**Run 1: placement by cell class**

Fill, decap, tap and diode cells in gray.
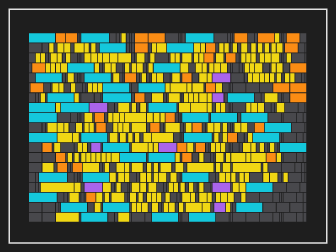
**Run 1: signal wires by layer**

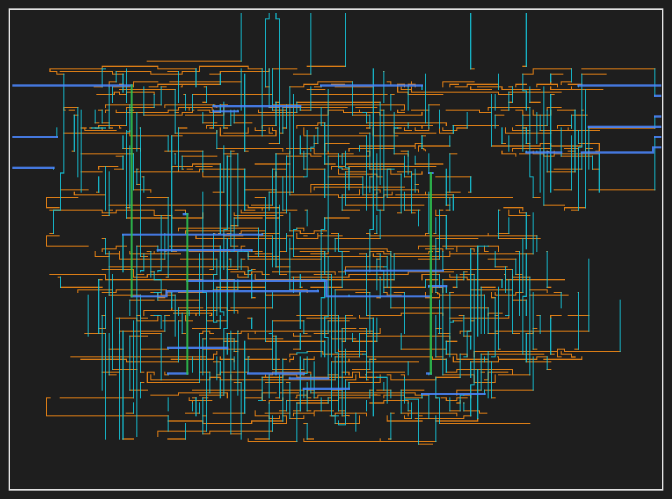
**Run 1: drive-strength map**

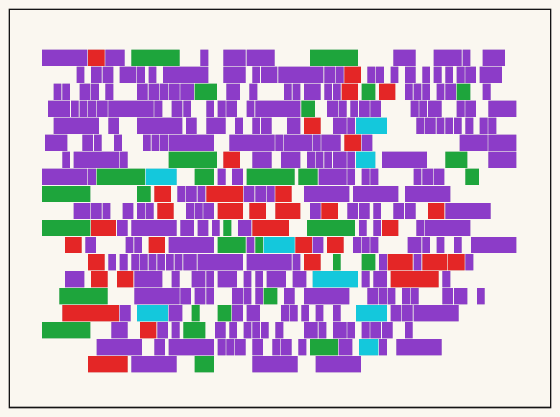
$ cat src/rtl/video_mode_pkg.sv
// Video mode encodings and frame-rate classification windows, shared between the
// mode tracker and the ADV7511 config sequencer.
package video_mode_pkg;

  typedef enum logic [1:0] {
    MODE_NONE  = 2'd0,
    MODE_HZ50  = 2'd1,
    MODE_HZ60  = 2'd2,
    MODE_OTHER = 2'd3
  } video_mode_t;

  localparam logic [6:0] HZ50_MIN = 7'd47;
  localparam logic [6:0] HZ50_MAX = 7'd53;
  localparam logic [6:0] HZ60_MIN = 7'd56;
  localparam logic [6:0] HZ60_MAX = 7'd64;

  // Window bounds are inclusive; an unmeasurable rate (0 or invalid) is NONE.
  function automatic video_mode_t classify(input logic valid, input logic [6:0] freq);
    if (!valid || freq == 7'd0)                      return MODE_NONE;
    else if (freq >= HZ50_MIN && freq <= HZ50_MAX)   return MODE_HZ50;
    else if (freq >= HZ60_MIN && freq <= HZ60_MAX)   return MODE_HZ60;
    else                                             return MODE_OTHER;
  endfunction

endpackage

$ cat src/rtl/vsync_watchdog.sv
// Synchronises raw vsync, emits a frame-evaluation strobe 4 clk after each rising edge
// and a one-cycle timeout pulse when no edge has been seen for the watchdog period.
module vsync_watchdog #(
  parameter int CLK_FREQ_IN = 148,
  parameter int TIMEOUT_MS  = 100
) (
  input  logic clk,
  input  logic reset,
  input  logic i_vsync,
  output logic o_eval,
  output logic o_timeout
);

  localparam int TIMEOUT_CYCLES = CLK_FREQ_IN * 1000 * TIMEOUT_MS;
  localparam int WD_W           = $clog2(TIMEOUT_CYCLES) + 1;
  localparam logic [WD_W-1:0] WD_TERM = WD_W'(TIMEOUT_CYCLES);
  localparam logic [WD_W-1:0] WD_LAST = WD_W'(TIMEOUT_CYCLES - 1);

  logic [1:0]      r_sync;
  logic [3:0]      r_eval_dly;
  logic [WD_W-1:0] r_wd;
  logic            w_edge;

  assign w_edge    = (r_sync == 2'b01);
  assign o_eval    = r_eval_dly[3];
  // Fires on the cycle the counter steps onto its terminal value, then stays quiet.
  assign o_timeout = !w_edge && (r_wd == WD_LAST);

  // NOTE: sequential state uses non-blocking assignments so every flop samples pre-edge values.
  always_ff @(posedge clk) begin
    if (reset) begin
      r_sync     <= 2'b00;
      r_eval_dly <= 4'b0000;
      r_wd       <= '0;
    end else begin
      r_sync     <= {r_sync[0], i_vsync};
      r_eval_dly <= {r_eval_dly[2:0], w_edge};
      if (w_edge)
        r_wd <= '0;
      else if (r_wd != WD_TERM)
        r_wd <= r_wd + 1'b1;
    end
  end

endmodule

$ cat src/rtl/video_mode_tracker.sv
// Classifies the per-frame rate, debounces it over STABLE_FRAMES frames and commits
// mode changes to the config sequencer through a 4-phase req/ack handshake.
module video_mode_tracker
  import video_mode_pkg::*;
#(
  parameter int CLK_FREQ_IN   = 148,
  parameter int STABLE_FRAMES = 8,
  parameter int TIMEOUT_MS    = 100
) (
  input  logic       clk,
  input  logic       reset,
  input  logic       i_vsync,
  input  logic [6:0] i_freq,
  input  logic       i_freq_valid,
  input  logic       i_reconfig_ack,
  output logic [1:0] o_mode,
  output logic       o_locked,
  output logic       o_reconfig_req
);

  localparam int CNT_W = $clog2(STABLE_FRAMES + 1);
  localparam logic [CNT_W-1:0] STABLE_CNT = CNT_W'(STABLE_FRAMES);

  typedef enum logic [1:0] {
    ST_SEARCH,
    ST_LOCKED,
    ST_REQ,
    ST_ACK_LOW
  } state_t;

  logic             w_eval;
  logic             w_timeout;
  video_mode_t      w_class;
  logic             w_stable;
  video_mode_t      r_cand;
  logic [CNT_W-1:0] r_count;
  state_t           r_state;
  state_t           w_state_next;
  video_mode_t      r_mode;
  video_mode_t      w_mode_next;

  vsync_watchdog #(
    .CLK_FREQ_IN (CLK_FREQ_IN),
    .TIMEOUT_MS  (TIMEOUT_MS)
  ) u_watchdog (
    .clk       (clk),
    .reset     (reset),
    .i_vsync   (i_vsync),
    .o_eval    (w_eval),
    .o_timeout (w_timeout)
  );

  assign w_class  = classify(i_freq_valid, i_freq);
  assign w_stable = (r_count == STABLE_CNT);

  // Lost vsync forces an immediately-stable NONE candidate, overriding a same-cycle eval.
  always_ff @(posedge clk) begin
    if (reset) begin
      r_cand  <= MODE_NONE;
      r_count <= '0;
    end else if (w_timeout) begin
      r_cand  <= MODE_NONE;
      r_count <= STABLE_CNT;
    end else if (w_eval) begin
      if (w_class == r_cand) begin
        if (r_count != STABLE_CNT)
          r_count <= r_count + 1'b1;
      end else begin
        r_cand  <= w_class;
        r_count <= CNT_W'(1);
      end
    end
  end

  always_ff @(posedge clk) begin
    if (reset) begin
      r_state <= ST_SEARCH;
      r_mode  <= MODE_NONE;
    end else begin
      r_state <= w_state_next;
      r_mode  <= w_mode_next;
    end
  end

  // NOTE: every always_comb output is given a default first so no path can infer a latch.
  always_comb begin
    w_state_next = r_state;
    w_mode_next  = r_mode;
    case (r_state)
      ST_SEARCH: begin
        if (w_stable && r_cand != MODE_NONE) begin
          w_mode_next  = r_cand;
          w_state_next = ST_REQ;
        end
      end
      ST_LOCKED: begin
        if (w_stable && r_cand != r_mode) begin
          w_mode_next  = r_cand;
          w_state_next = ST_REQ;
        end
      end
      ST_REQ: begin
        if (i_reconfig_ack)
          w_state_next = ST_ACK_LOW;
      end
      ST_ACK_LOW: begin
        if (!i_reconfig_ack)
          w_state_next = (r_mode == MODE_NONE) ? ST_SEARCH : ST_LOCKED;
      end
      default: w_state_next = ST_SEARCH;
    endcase
  end

  assign o_mode         = r_mode;
  assign o_locked       = (r_state == ST_LOCKED);
  assign o_reconfig_req = (r_state == ST_REQ);

endmodule

$ cat config.mk
export PLATFORM = sky130hd
export DESIGN_NAME = video_mode_tracker
export DESIGN_NICKNAME = d
export VERILOG_FILES = /design/src/rtl/video_mode_pkg.sv /design/src/rtl/vsync_watchdog.sv /design/src/rtl/video_mode_tracker.sv
export SDC_FILE = /design/constraint.sdc
export NUM_CORES = 1
export LEC_CHECK = 0
export ABC_AREA = 1
export CAP_MARGIN = 5
export CORE_ASPECT_RATIO = 0.7
export CORE_MARGIN = 5
export CORE_UTILIZATION = 52
export CTS_CLUSTER_SIZE = 20
export DETAILED_ROUTE_END_ITERATION = 10
export PLACE_DENSITY = 0.75
export SLEW_MARGIN = 20
export SYNTH_ARGS = -nofsm -noshare
export SYNTH_HDL_FRONTEND = slang
export SYNTH_SLANG_ARGS = --single-unit
$ cat constraint.sdc
create_clock -name clk -period 1.6 [get_ports clk]
set_input_delay 0.32 -clock clk [delete_from_list [all_inputs] [get_ports clk]]
set_output_delay 0.32 -clock clk [all_outputs]
set_load 0.01 [all_outputs]
==> results.cfg, run 1 <==
; generated from flow reports
[critical_path]
reg2reg_to = u_watchdog.r_wd[21]
cp_cell_sequence = clkdlybuf4s50_1 > nor2_2 > nand2_1 > o21ai_1 > nor2_1 > buf_4 > nand3_1 > nand3_1 > nand2_2 > nand2_1 > a21oi_2
critical_path.top_delay_family = simple AND/OR/NAND/NOR gates
end_kind = register
r2r_start = u_watchdog.r_wd[6]
crit_end = r_count[3]
path_class = in2reg
crit_cells = 11

[place]
place_hpwl_mm = 3.39
dpl_cell_area_um2 = 2450
dp_cells = 388
place_ws_ps = -226

[outcome]
status = finished clean

[pwr]
seq_power_mw = 1.04
switching_share = 0.265
max-vdd-ir-drop_mv = 0.702
power_frac_comb = 0.083
powerDensity_nw_per_um2 = 715
p_switching_mw = 0.513

[min_path]
min_path_type = reg2reg

[synthesis]
synthDistinctLibCells = 32
syn_avg_cell_area_um2 = 6.92
synth-xor-area-share = 0.0248
synthMuxAreaShare = 0
synthTopCellsByCount = nand2_1, nor2_1, inv_1, dfxtp_1, a21oi_1
synth-main-ff-cell = dfxtp_1
synth-async-reset-ratio = 0
edf_count = 0
fp_nets = 322
synth_top_area_share = 0.388
ys.flops = 41

[global_route]
grt_use_met1 = 0.267
grt_usage = 0.179
antenna_found_initial = 0
grt_start_max_net_pins = 16
grt_busiest_layer = met1
global_route.usage.met3 = 0.0456

[route]
ant_nets = 0
topRoutingLayerUsed = met4
drt_pre_antenna_iters = 4
wl_met2_mm = 2.01
wirelength_mm = 4.83

[finish]
signal_buffers = 38
final_cells = 401
drive_above_1_share = 0.206
nFlopsAndLatches = 41
comb_share = 0.446
final-clk-cell-share = 0.0346
antenna_cells = 0
lay_top_cells = nand2_1, nor2_1, inv_1
seq_area_um2 = 833

[sta]
fin_skew_ps = 11.3
finalMaxSlewViolations = 0
finalHoldViolations = 0
slew_headroom = 0.775
period_used_share = 0.975
worst_pin_slew_ps = 334
rsz0062_at_grt = yes
timing.hold.ws_ps = 413
max_freq_mhz = 641

[floorplanning]
fp-utilization = 0.540
dieArea_um2 = 5470
io_pins = 16
die_x_um = 86.3

[clock_tree]
post_cts_buffers = 0
cts_inserted_buffers = 5
path_clk_slew_ps = 90
cts.root.buffer_cell = clkbuf_8
ctsHoldBuffers = 0
clockBufferDepth = 2
About 'placement by cell class':
legend:
  cyan:
    class: flip-flops
    cells: 41
    share_of_their_area: 32%
  purple:
    class: clock drivers and dummy loads
    cells: 8
    share_of_their_area: 3.5%
  yellow:
    class: all other logic
    cells: 262
    share_of_their_area: 52%
  orange:
    class: other buffers and delay cells
    cells: 38
    share_of_their_area: 13%
Final Util: 0.691
Finished Cell Area: 2710 µm²
Seq/total area: 0.307
Site Rows: 19

About 'signal wires by layer':
legend:
  cyan:
    layer: met2
    wire_length: 2010 µm
  orange:
    layer: met1
    wire_length: 2500 µm
  blue:
    layer: met3
    wire_length: 236 µm
  green:
    layer: met4
    wire_length: 75.5 µm

About 'drive-strength map':
legend:
  red:
    size: drive 3 to 4
    cells: 34
    share: 9.7%
  green:
    size: drive 2
    cells: 30
    share: 8.6%
  cyan:
    size: drive 6 and up
    cells: 8
    share: 2.3%
  purple:
    size: drive 1 or less
    cells: 277
    share: 79%

**Run 1: nets reached from selected ports**

Scale bar: 20 µm.
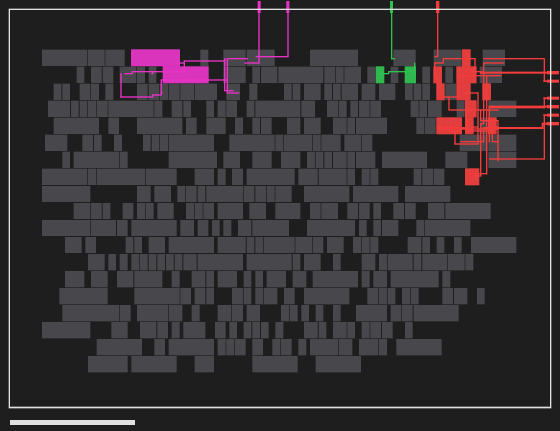

## Run 2: what changed since run 1
Settings changed: CORE_UTILIZATION 52 to 58, PLACE_DENSITY 0.75 to 0.79.
Clock period 1.6 ns to 1.95 ns, I/O delays scaled along.
**Run 2: nets reached from selected ports**

Scale bar: 20 µm.
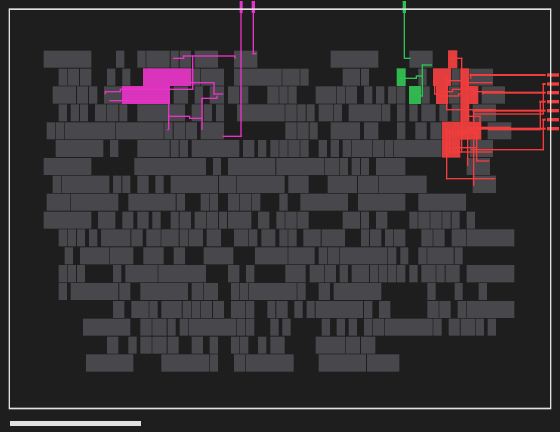
legend:
  green:
    port: `i_freq_valid`
    bits: 1
    direction: input
    end_cells: 2
    buffers: 1
    wire: 18.2 µm
  red:
    port: `i_freq`
    bits: 7
    direction: input
    end_cells: 14
    buffers: 7
    wire: 216 µm
  magenta:
    port: `o_mode`
    bits: 2
    direction: output
    end_cells: 2
    buffers: 2
    wire: 90.7 µm

**Run 2: signal wires by layer**

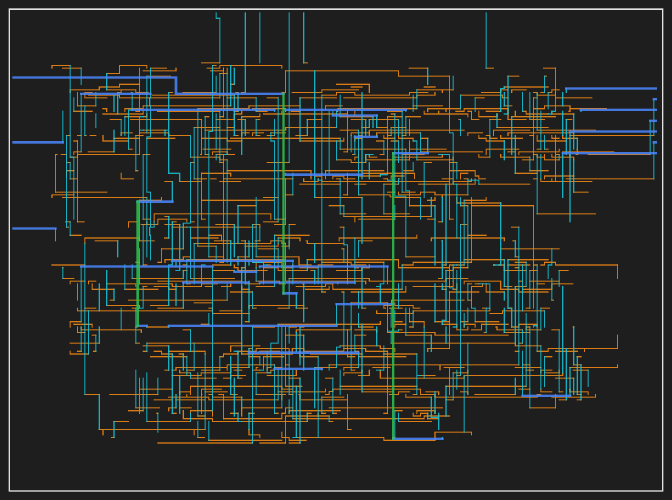
legend:
  blue:
    layer: met3
    wire_length: 294 µm
  green:
    layer: met4
    wire_length: 76.8 µm
  orange:
    layer: met1
    wire_length: 2290 µm
  cyan:
    layer: met2
    wire_length: 1800 µm

==> run 2 against run 1 <==
Non-clock buffer count is 19 lower. Worst setup slack better by 120 ps. Combinational power is about 30% lower. Sequential power down about 20%. Clock skew down 6.2 ps.
==> results.cfg, run 2 <==
; generated from flow reports
[sta]
finalMaxSlewViolations = 0
worst_pin_slew_ps = 392
slew_headroom = 0.736
finalHoldViolations = 0
rsz0062_at_grt = no
timing.hold.ws_ps = 412
fin_skew_ps = 5.11

[floorplanning]
die_x_um = 82.2
dieArea_um2 = 4980
n_tap_cell = 50
rows = 18
fp-utilization = 0.603
io_pins = 16

[global_route]
grt_busiest_layer = met2
antenna_found_initial = 0
grt_start_max_net_pins = 15
grt_use_met1 = 0.289
global_route.usage.met3 = 0.0490
grt_usage = 0.205

[synthesis]
synth-main-ff-cell = dfxtp_1
syn_avg_cell_area_um2 = 6.92
synth-async-reset-ratio = 0
synth-xor-area-share = 0.0248
ys.flops = 41
fp_nets = 322
synth_top_area_share = 0.388
ys_top_logic_family = simple AND/OR/NAND/NOR gates
synthTopCellsByCount = nand2_1, nor2_1, inv_1, dfxtp_1, a21oi_1

[route]
drt_pre_antenna_iters = 4
wl_met2_mm = 1.80
ant_nets = 0
wirelength_mm = 4.46

[place]
dpl_cell_area_um2 = 2350
gp_congestion = 0.824
dp_cells = 372
place_hpwl_mm = 3.34

[finish]
finish.instance_area_um2 = 2460
lay_top_cells = nand2_1, nor2_1, inv_1
drive_above_1_share = 0.0879
antenna_cells = 0
signal_buffers = 19
fin_util = 0.701
seq_share = 0.334
seq_area_um2 = 822
final_cells = 380
nFlopsAndLatches = 41
final-clk-cell-share = 0.0467

[critical_path]
path_class = reg2out
reg2reg_to = u_watchdog.r_wd[14]
crit_cells = 3
rr_worst_depth = 10
cp_cell_sequence = inv_1 > nor2_1 > clkdlybuf4s50_1
end_kind = output pin

[pwr]
seq_power_mw = 0.852
powerDensity_nw_per_um2 = 675
power_frac_comb = 0.069
switching_share = 0.231
max-vdd-ir-drop_mv = 0.610

[clock_tree]
post_cts_buffers = 0
post_cts_resized = 0
path_clk_slew_ps = 80
ctsHoldBuffers = 0
clockBufferDepth = 2
cts.root.buffer_cell = clkbuf_8

[outcome]
status = finished clean

[min_path]
min_path_type = reg2reg
No activity file was given, so power comes from the tool's default toggle rates.
